File: config.mk
export PLATFORM = sky130hd
export DESIGN_NAME = reg_file_nr1w
export DESIGN_NICKNAME = d
export VERILOG_FILES = /design/src/rtl/rv32i_pkg.sv /design/src/rtl/reg_file_nr1w_reg_word.sv /design/src/rtl/reg_file_nr1w.sv
export SDC_FILE = /design/constraint.sdc
export NUM_CORES = 2
export LEC_CHECK = 0
export CAP_MARGIN = 30
export CORE_UTILIZATION = 54
export CTS_BUF_LIST = sky130_fd_sc_hd__clkbuf_16
export CTS_CLUSTER_DIAMETER = 200
export DETAILED_ROUTE_END_ITERATION = 8
export HOLD_SLACK_MARGIN = 0.1
export PLACE_DENSITY = 0.74
export SLEW_MARGIN = 40
export SYNTH_ARGS = -nofsm -noshare
export SYNTH_HDL_FRONTEND = slang
export SYNTH_SLANG_ARGS = --single-unit
File: constraint.sdc
create_clock -name clk -period 3 [get_ports clk]
set_input_delay 0.6 -clock clk [delete_from_list [all_inputs] [get_ports clk]]
set_output_delay 0.6 -clock clk [all_outputs]
set_load 0.005 [all_outputs]
File: src/rtl/rv32i_pkg.sv
// Shared RV32I constants for the integer register file and its word registers.
// Provides default word width, register count, address width and byte-lane size.
package rv32i_pkg;

  localparam int XLEN       = 32;
  localparam int REG_COUNT  = 32;
  localparam int REG_ADDR_W = 5;
  localparam int BYTE_W     = 8;

  // Number of byte lanes in a word of the given width.
  function automatic int lane_count(input int width);
    return width / BYTE_W;
  endfunction

endpackage

File: src/rtl/reg_file_nr1w_reg_word.sv
// reg_word: one WIDTH-bit storage word with per-byte load enables.
// Synchronous active-high reset clears the whole word and overrides any load.
module reg_word
  import rv32i_pkg::*;
#(
  parameter int WIDTH = XLEN
) (
  input  logic                           clk,
  input  logic                           rst,
  input  logic [lane_count(WIDTH)-1:0]   ld,
  input  logic [WIDTH-1:0]               d,
  output logic [WIDTH-1:0]               q
);

  localparam int NB = lane_count(WIDTH);

  logic [WIDTH-1:0] q_r;

  // Word storage: clear on reset, otherwise load each enabled byte lane.
  always_ff @(posedge clk) begin
    if (rst) begin
      q_r <= '0;
    end else begin
      for (int b = 0; b < NB; b++) begin
        if (ld[b]) begin
          q_r[b*BYTE_W +: BYTE_W] <= d[b*BYTE_W +: BYTE_W];
        end
      end
    end
  end

  assign q = q_r;

endmodule

File: src/rtl/reg_file_nr1w.sv
// reg_file_nr1w: DEPTH x WIDTH register file, one byte-strobed write port,
// NUM_RD combinational read ports, optional hardwired zero word 0.
// Optional feature macro: RF_WRITE_BYPASS_EN (same-cycle write-through on reads).
module reg_file_nr1w
  import rv32i_pkg::*;
#(
  parameter int WIDTH    = XLEN,
  parameter int DEPTH    = REG_COUNT,
  parameter int NUM_RD   = 2,
  parameter int ZERO_REG = 1
) (
  input  logic                              clk,
  input  logic                              rst,
  input  logic                              we,
  input  logic [$clog2(DEPTH)-1:0]          waddr,
  input  logic [WIDTH-1:0]                  wdata,
  input  logic [lane_count(WIDTH)-1:0]      wstrb,
  input  logic [NUM_RD*$clog2(DEPTH)-1:0]   raddr,
  output logic [NUM_RD*WIDTH-1:0]           rdata
);

  localparam int AW = $clog2(DEPTH);
  localparam int NB = lane_count(WIDTH);

  // Elaboration-time sanity checks on the configuration.
  if ((WIDTH % BYTE_W) != 0 || DEPTH < 2 || (DEPTH & (DEPTH - 1)) != 0 ||
      NUM_RD < 1 || NUM_RD > 4) begin : g_bad_param
    $error("reg_file_nr1w: illegal parameter combination");
  end

  logic [WIDTH-1:0] word_s [DEPTH];

  // Storage words; word 0 is a constant zero when ZERO_REG is set.
  for (genvar i = 0; i < DEPTH; i++) begin : g_word
    if (ZERO_REG != 0 && i == 0) begin : g_zero
      assign word_s[i] = '0;
    end else begin : g_reg
      logic [NB-1:0] ld_s;
      assign ld_s = {NB{we & (waddr == AW'(i)) & ~rst}} & wstrb;
      reg_word #(.WIDTH(WIDTH)) u_word (
        .clk (clk),
        .rst (rst),
        .ld  (ld_s),
        .d   (wdata),
        .q   (word_s[i])
      );
    end
  end

`ifdef RF_WRITE_BYPASS_EN
  // Stored word with the strobed bytes of the incoming write overlaid.
  function automatic logic [WIDTH-1:0] merge_bytes(input logic [WIDTH-1:0] old_w,
                                                   input logic [WIDTH-1:0] new_w,
                                                   input logic [NB-1:0]    strb);
    logic [WIDTH-1:0] m;
    m = old_w;
    for (int b = 0; b < NB; b++) begin
      if (strb[b]) begin
        m[b*BYTE_W +: BYTE_W] = new_w[b*BYTE_W +: BYTE_W];
      end else begin
        m[b*BYTE_W +: BYTE_W] = old_w[b*BYTE_W +: BYTE_W];
      end
    end
    return m;
  endfunction
`endif

  logic [NUM_RD*WIDTH-1:0] rdata_s;
  logic [AW-1:0]           ra_s;

  // Read muxes: each port selects its word; optional write-through on address match.
  always_comb begin
    rdata_s = '0;
    ra_s    = '0;
    for (int p = 0; p < NUM_RD; p++) begin
      ra_s = raddr[p*AW +: AW];
`ifdef RF_WRITE_BYPASS_EN
      if (we && !rst && (ra_s == waddr) && (ZERO_REG == 0 || waddr != '0)) begin
        rdata_s[p*WIDTH +: WIDTH] = merge_bytes(word_s[ra_s], wdata, wstrb);
      end else begin
        rdata_s[p*WIDTH +: WIDTH] = word_s[ra_s];
      end
`else
      rdata_s[p*WIDTH +: WIDTH] = word_s[ra_s];
`endif
    end
  end

  assign rdata = rdata_s;

endmodule

Fig. 1: nets reached from selected ports
Drawn at 1 px/µm.
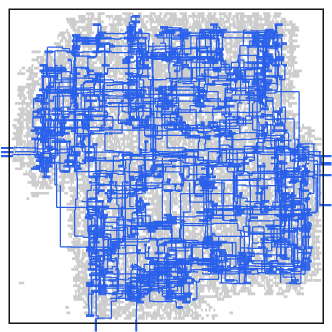
| colour | port | bits | direction | end cells | buffers | wire |
|---|---|---|---|---|---|---|
| blue | raddr | 10 | input | 873 | 292 | 30.8 mm |

==> results.yml <==
# physical design summary
status:
  outcome: "finished, violations left"
  violations_in_the_final_reports: "negative setup slack"
final_timing:
  final.period_utilization: 1.08
  hold_violation_total_from_the_final_report: 0
  timing.final.ws_setup_ps: -247
  setup_violations: 50
final_layout:
  final_common_cell: "mux2i_1"
  final.fill_count: 6725
  area.combinational_um2: 31000
  nets: 4963
  comb-cell-share: 0.485
synth:
  ys_area_um2: 52000
  synthDominantAreaCellType: "dfxtp_1"
  logic_family: "multiplexers"
  edf_count: 0
  synthCells: 4555
  post_synth_num_cell_types: 33
  ys_cells: 4555
route:
  met3_wirelength_um: 16600
power_and_ir_drop:
  vdd.ir_drop.worst_uv: 400
critical_path:
  critical-path-slowest-cell: "mux4_2"
  crit_path_max_fanout: 5
  setup_slack_reg_to_reg_ps: 2170
  worstPathRequired_ps: 2400
  crit_top_cell: "buf_16"
  worst-setup-path-type: "input port to output port"
  critical-path-max-stage-delay_ps: 520
grt:
  grt_remaining_overflow: 0
  grt_util_all_layers: 0.341
  grt_max_degree: 151
worst_hold_path:
  hold_class: "input port to flop"
  worstHoldEndpoint: "g_word[16].g_reg.u_word.q[29]"
floorplanning:
  die_width_um: 312
  io_pins: 118
placed_design:
  placed_standard_cell_area_um2: 57800
cts:
  cts_tree: "done"
Fig. 2: cell placement
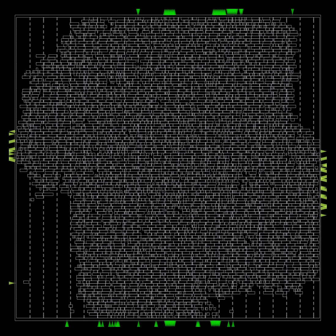
cell row count: 113
register fraction of the total cell area: 0.313
sequential cell count of the final layout: 992
Layout Cells excl Fill: 6257

